**Power grid**

Scale bar: 200 um. Pins as bars on the die edge. Tap cells in gray.
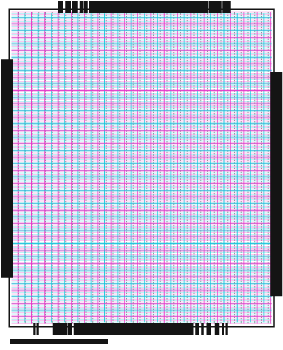
**Cell classes on the final placement**

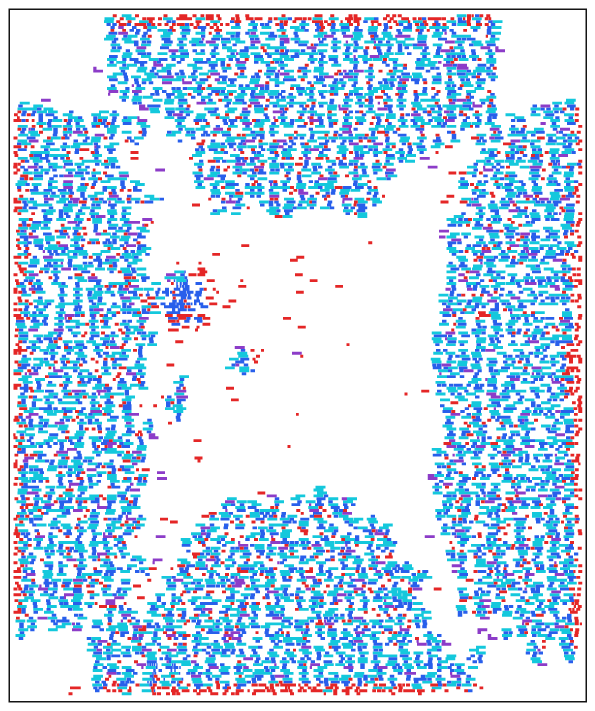
**Clock network drawn from the DEF**

Scale bar: 200 um.
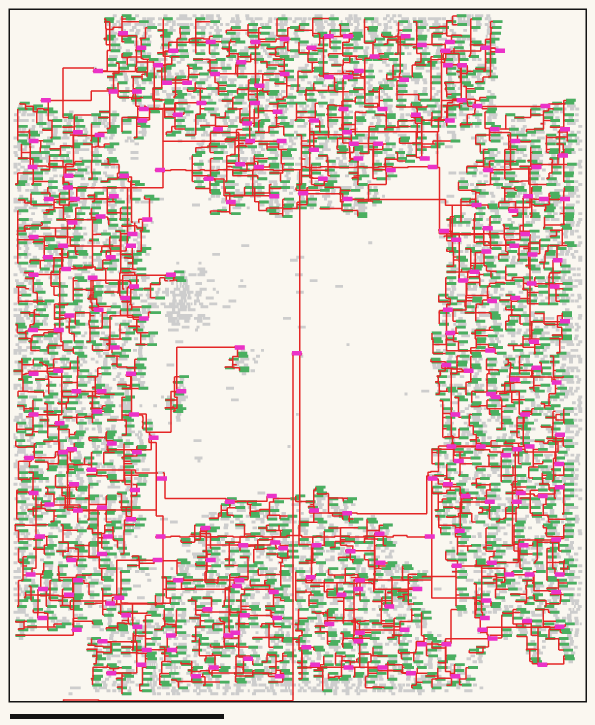
===== src/rtl/cnn_pkg.sv =====
// cnn_pkg: types shared between the kernel bank and the convolution lanes.
//   COEF_W   - signed coefficient width
//   KSIZE    - coefficients per kernel (3x3)
//   kernel_t - one kernel, coefficient 0 in the LSBs
//   load_state_e / run_state_e - loader and run FSM encodings
package cnn_pkg;

  localparam int unsigned COEF_W = 8;
  localparam int unsigned KSIZE  = 9;

  typedef logic [KSIZE-1:0][COEF_W-1:0] kernel_t;

  typedef enum logic [1:0] {
    LIdle,
    LLoad,
    LFull
  } load_state_e;

  typedef enum logic {
    RIdle,
    RRun
  } run_state_e;

endpackage


===== src/rtl/cnn_done_collector.sv =====
// cnn_done_collector: merges per-lane done pulses of one frame into a single pulse.
//   clk_i, nreset_i - clock, asynchronous active-low reset
//   clear_i         - clear the done mask (frame start)
//   en_i            - frame in progress; lane_done_i is ignored otherwise
//   lane_done_i     - per-lane done pulses
//   all_done_o      - combinational: every lane has reported, including this cycle
//   px_rdy_o        - registered one-cycle pulse following all_done_o
module cnn_done_collector #(
  parameter int unsigned N_LANES = 16
) (
  input  logic               clk_i,
  input  logic               nreset_i,
  input  logic               clear_i,
  input  logic               en_i,
  input  logic [N_LANES-1:0] lane_done_i,
  output logic               all_done_o,
  output logic               px_rdy_o
);

  logic [N_LANES-1:0] mask_q, mask_d, merged;
  logic               px_rdy_q;

  always_comb begin
    merged     = mask_q | lane_done_i;
    all_done_o = en_i & (&merged);
    mask_d     = mask_q;
    if (clear_i) begin
      mask_d = '0;
    end else if (en_i) begin
      mask_d = merged;
    end
  end

  always_ff @(posedge clk_i or negedge nreset_i) begin
    if (!nreset_i) begin
      mask_q   <= '0;
      px_rdy_q <= 1'b0;
    end else begin
      mask_q   <= mask_d;
      px_rdy_q <= all_done_o;
    end
  end

  assign px_rdy_o = px_rdy_q;

endmodule


===== src/rtl/cnn_kernel_bank.sv =====
// cnn_kernel_bank: double-buffered kernel store and frame launch controller.
//   clk_i, nreset_i          - clock, asynchronous active-low reset
//   load_req_i               - start/restart loading a kernel set into the shadow bank
//   kernel_i, kernel_valid_i - kernel stream in, kernel_ready_o - shadow bank accepting
//   load_done_o              - pulse on bank swap, bank_valid_o - active bank complete
//   load_err_o               - sticky: kernel offered while not ready
//   kernels_o                - active bank, kernel i at slice i
//   start_cnn_i / start_o    - frame request / one-cycle lane start, busy_o - frame running
//   lane_done_i / px_rdy_o   - per-lane done / all-lanes-done pulse
module cnn_kernel_bank import cnn_pkg::*; #(
  parameter int unsigned N_KERNELS = 16,
  parameter int unsigned COEF_W    = cnn_pkg::COEF_W,
  parameter int unsigned KSIZE     = cnn_pkg::KSIZE
) (
  input  logic                              clk_i,
  input  logic                              nreset_i,
  input  logic                              load_req_i,
  input  logic [KSIZE*COEF_W-1:0]           kernel_i,
  input  logic                              kernel_valid_i,
  output logic                              kernel_ready_o,
  output logic                              load_done_o,
  output logic                              bank_valid_o,
  output logic                              load_err_o,
  output logic [N_KERNELS*KSIZE*COEF_W-1:0] kernels_o,
  input  logic                              start_cnn_i,
  output logic                              start_o,
  output logic                              busy_o,
  input  logic [N_KERNELS-1:0]              lane_done_i,
  output logic                              px_rdy_o
);

  localparam int unsigned CNT_W = $clog2(N_KERNELS);
  localparam int unsigned KW    = KSIZE * COEF_W;
  localparam logic [CNT_W-1:0] LastIdx = CNT_W'(N_KERNELS - 1);

  load_state_e lstate_q, lstate_d;
  run_state_e  rstate_q, rstate_d;

  logic [CNT_W-1:0] cnt_q, cnt_d;
  logic             sel_q, sel_d;
  logic             bank_valid_q, bank_valid_d;
  logic             load_err_q, load_err_d;
  logic             load_done_q;
  logic             start_q;
  logic             start_pend_q, start_pend_d;
  logic             wr_en, swap, start_accept, all_done, run_en;

  // bank_q[sel_q] is active, bank_q[!sel_q] is shadow; only the shadow is written.
  logic [1:0][N_KERNELS-1:0][KW-1:0] bank_q;

  // Loader FSM. load_req_i overrides any transfer or swap in the same cycle.
  always_comb begin
    lstate_d       = lstate_q;
    cnt_d          = cnt_q;
    wr_en          = 1'b0;
    swap           = 1'b0;
    kernel_ready_o = (lstate_q == LLoad);
    if (load_req_i) begin
      lstate_d = LLoad;
      cnt_d    = '0;
    end else begin
      unique case (lstate_q)
        LIdle: ;
        LLoad: begin
          if (kernel_valid_i) begin
            wr_en = 1'b1;
            if (cnt_q == LastIdx) begin
              lstate_d = LFull;
              cnt_d    = '0;
            end else begin
              cnt_d = cnt_q + 1'b1;
            end
          end
        end
        LFull: begin
          if (rstate_q == RIdle) begin
            swap     = 1'b1;
            lstate_d = LIdle;
          end
        end
        default: lstate_d = LIdle;
      endcase
    end
  end

  always_comb begin
    sel_d        = sel_q ^ swap;
    bank_valid_d = bank_valid_q | swap;
    if (load_req_i) begin
      load_err_d = 1'b0;
    end else begin
      load_err_d = load_err_q | (kernel_valid_i & ~kernel_ready_o);
    end
  end

  // Run FSM. A start arriving in the swap cycle is held over one cycle so the
  // lanes never see the bank change under a raised start_o.
  always_comb begin
    rstate_d     = rstate_q;
    start_pend_d = start_pend_q;
    start_accept = 1'b0;
    unique case (rstate_q)
      RIdle: begin
        if (swap) begin
          if (start_cnn_i) begin
            start_pend_d = 1'b1;
          end
        end else if ((start_cnn_i | start_pend_q) & bank_valid_q) begin
          start_accept = 1'b1;
          start_pend_d = 1'b0;
          rstate_d     = RRun;
        end
      end
      RRun: begin
        if (all_done) begin
          rstate_d = RIdle;
        end
      end
      default: rstate_d = RIdle;
    endcase
  end

  assign run_en = (rstate_q == RRun);

  always_ff @(posedge clk_i or negedge nreset_i) begin
    if (!nreset_i) begin
      lstate_q     <= LIdle;
      rstate_q     <= RIdle;
      cnt_q        <= '0;
      sel_q        <= 1'b0;
      bank_valid_q <= 1'b0;
      load_err_q   <= 1'b0;
      load_done_q  <= 1'b0;
      start_q      <= 1'b0;
      start_pend_q <= 1'b0;
    end else begin
      lstate_q     <= lstate_d;
      rstate_q     <= rstate_d;
      cnt_q        <= cnt_d;
      sel_q        <= sel_d;
      bank_valid_q <= bank_valid_d;
      load_err_q   <= load_err_d;
      load_done_q  <= swap;
      start_q      <= start_accept;
      start_pend_q <= start_pend_d;
    end
  end

  always_ff @(posedge clk_i or negedge nreset_i) begin
    if (!nreset_i) begin
      bank_q <= '0;
    end else if (wr_en) begin
      bank_q[!sel_q][cnt_q] <= kernel_i;
    end
  end

  cnn_done_collector #(
    .N_LANES(N_KERNELS)
  ) u_done_collector (
    .clk_i      (clk_i),
    .nreset_i   (nreset_i),
    .clear_i    (start_accept),
    .en_i       (run_en),
    .lane_done_i(lane_done_i),
    .all_done_o (all_done),
    .px_rdy_o   (px_rdy_o)
  );

  assign kernels_o    = bank_q[sel_q];
  assign load_done_o  = load_done_q;
  assign bank_valid_o = bank_valid_q;
  assign load_err_o   = load_err_q;
  assign start_o      = start_q;
  assign busy_o       = run_en;

endmodule


===== config.mk =====
export PLATFORM = sky130hd
export DESIGN_NAME = cnn_kernel_bank
export DESIGN_NICKNAME = d
export VERILOG_FILES = /design/src/rtl/cnn_pkg.sv /design/src/rtl/cnn_done_collector.sv /design/src/rtl/cnn_kernel_bank.sv
export SDC_FILE = /design/constraint.sdc
export NUM_CORES = 2
export LEC_CHECK = 0
export CORE_AREA = 3 3 535 643
export DETAILED_ROUTE_END_ITERATION = 7
export DIE_AREA = 0 0 538 646
export PLACE_DENSITY = 0.55
export SLEW_MARGIN = 20
export SYNTH_ARGS = -nofsm -noshare
export SYNTH_HDL_FRONTEND = slang
export SYNTH_SLANG_ARGS = --single-unit

===== constraint.sdc =====
create_clock -name clk_i -period 4.71 [get_ports clk_i]
set_clock_uncertainty 0.1 [all_clocks]
set_input_delay 0.942 -clock clk_i [delete_from_list [all_inputs] [get_ports clk_i]]
set_output_delay 0.942 -clock clk_i [all_outputs]
set_load 0.02 [all_outputs]

==> reports/metrics.cfg <==
[sta]
finalSetupViolations = 0
slew_headroom_pct = 26.0

[logic_synthesis]
synthTopCellsByArea = dfrtp_1 58%, mux2_2 38%, buf_2 1.3%, buf_6 0.68%, mux2_1 0.62%
ys_async_sr_fraction_pct = 100
edf_count = 0
ys_types = 42
top_area_share_pct = 57.6
avgSynthCellArea_um2 = 15.5

[worst_setup_path]
cpMostUsedCell = buf_12
crit_family = buffers and inverters
worstPathMaxFanout = 18
crit_path_end_kind = output pin
path_class = flop to output pin

[routing]
drtIter0Drc = 2518
drt_wl_total_um = 347000

[floorplanning]
io_pins = 1252

[job]
openroad.warnings = 63
max_cap_violations = 0

[finish]
layout_top_cells = 3382 x mux2_2, 2333 x dfrtp_1, 1214 x clkdlybuf4s50_1
logic_area_um2 = 40000

[clock_network]
cts_root_buffer = clkbuf_16

[placed_design]
dpl.hpwl_um = 232000

[status]
outcome = complete, no violations

[global_route]
overflow = 0

[worst_hold_path]
hp-start = kernel_i[12]
worstHoldEndpoint = bank_q[1956]

Notes on 'power grid' above:
cyan -> VDD
magenta -> VSS
met4 straps = 39
tap cells = 4484
DIE WIDTH: 538 um
Die Y-Extent: 646 um
core area: 338000 um^2
IR drop worst, VDD: 0.000277 V

Notes on 'cell classes on the final placement' above:
purple -> clock drivers and dummy loads  # cells 458, share of their area 6.8%
cyan -> sequential cells  # cells 2334, share of their area 48%
red -> remaining buffers and delay cells  # cells 1480, share of their area 12%
blue -> combinational and other logic  # cells 3601, share of their area 33%

Notes on 'clock network drawn from the DEF' above:
green -> flip-flops  # count 2334
red -> clock wires  # length 32.3 mm
magenta -> clock drivers  # count 264
routed clock nets = 265
clock share of power: 46.3%
Clock group: 0.0200 W
worst-skew pair later-pin latency: 0.89 ns

power breakdown:
part           leakage [nW]  total, W  internal [W]  switching [W]
combinational          25.6   0.00192      0.000745        0.00117
clock                  4.07    0.0200        0.0115        0.00847
sequential             32.2    0.0212        0.0208       0.000387
through the flow:
step	hold WS, ns	std cells	util, %	total power, W	area, um^2
2_1_floorplan	0.341	6524	-	0.0224	101000
3_3_place_gp	0.356	11898	35.2	0.0234	119000
3_5_place_dp	0.371	11898	35.2	0.0236	119000
4_1_cts	0.207	12357	37.7	0.0438	128000
5_1_grt	0.245	12358	37.7	0.0449	128000
6_report	0.313	12369	37.7	0.0431	128000
final cells by class:
cell class / count / share of cell area [%]
flip-flops and latches: 2334 / 45.8
multi-input cells: 3598 / 31.4
repair buffers: 1480 / 11.9
clock buffers: 394 / 6.02
well taps: 4484 / 4.40
clock inverters: 64 / 0.480
diodes: 12 / 0.0235
inverters: 3 / 0.00883
worst register-to-register path, cell delays in order (launching register included):
cell and delay (ns):
dfrtp_4 0.67, buf_4 0.30, nor2_1 0.23, and3_1 0.60, nor2b_4 0.33, buf_12 0.19, buf_12 0.28, mux2_2 0.42
worst max-delay path by stage:
stage / from / endpoint / slack [ns] / cells past startpoint
after floorplan: sel_q / kernels_o[0] / 1.95 / 6
after global placement: load_req_i / bank_q[2186] / 0.65 / 7
after detailed placement: load_req_i / bank_q[2181] / 0.66 / 7
after CTS: sel_q / kernels_o[457] / 0.07 / 5
after global routing: sel_q / kernels_o[461] / 0.08 / 5
final: sel_q / kernels_o[461] / 0.27 / 5
Yosys cell counts (all sizes together) (2+ instances only):
cell type	count
mux2	3456
dfrtp	2334
buf	424
clkbuf	165
nor2	47
nand2	22
a21oi	21
nor2b	7
nand3	5
ha	4
nor3	4
and3	3
and3b	3
inv	3
nand2b	3
nor4	3
a21o	2
nand4	2
nor3b	2
or2	2
xor2	2
sequential cells by signal, summed over array words and instances, names as in the netlist:
| register | count |
|---|---|
| load_err_o | 1 |
| cnt_q | 4 |
| lstate_q | 2 |
| sel_q | 1 |
| start_o | 1 |
| bank_q | 2304 |
| u_done_collector.px_rdy_o | 1 |
| start_pend_q | 1 |
| bank_valid_o | 1 |
| busy_o | 1 |
| load_done_o | 1 |
| u_done_collector.mask_q | 16 |
cells by family after synthesis:
| family | share of synthesized area [%] |
|---|---|
| buffers and inverters | 3.06 |
| adder cells (fa/ha/maj) | 0.0494 |
| XOR/XNOR | 0.0173 |
| AND/OR/NAND/NOR | 0.616 |
| multiplexers | 38.5 |
| AND-OR/OR-AND | 0.136 |
| flip-flops | 57.6 |
timing repair:
item	in CTS	in global routing
gates resized	0	0
hold buffers	1	0
endpoints found under the hold margin	43	0
routing by layer:
metal	vias up	track usage [%]	part of all wire [%]
met5	-	0	0
met4	0	8.12	4.8
met3	444	5.54	6.8
met2	1394	32.1	47
met1	31879	23.8	41
li1	25519	-	-
No activity file was given, so power comes from the tool's default toggle rates.
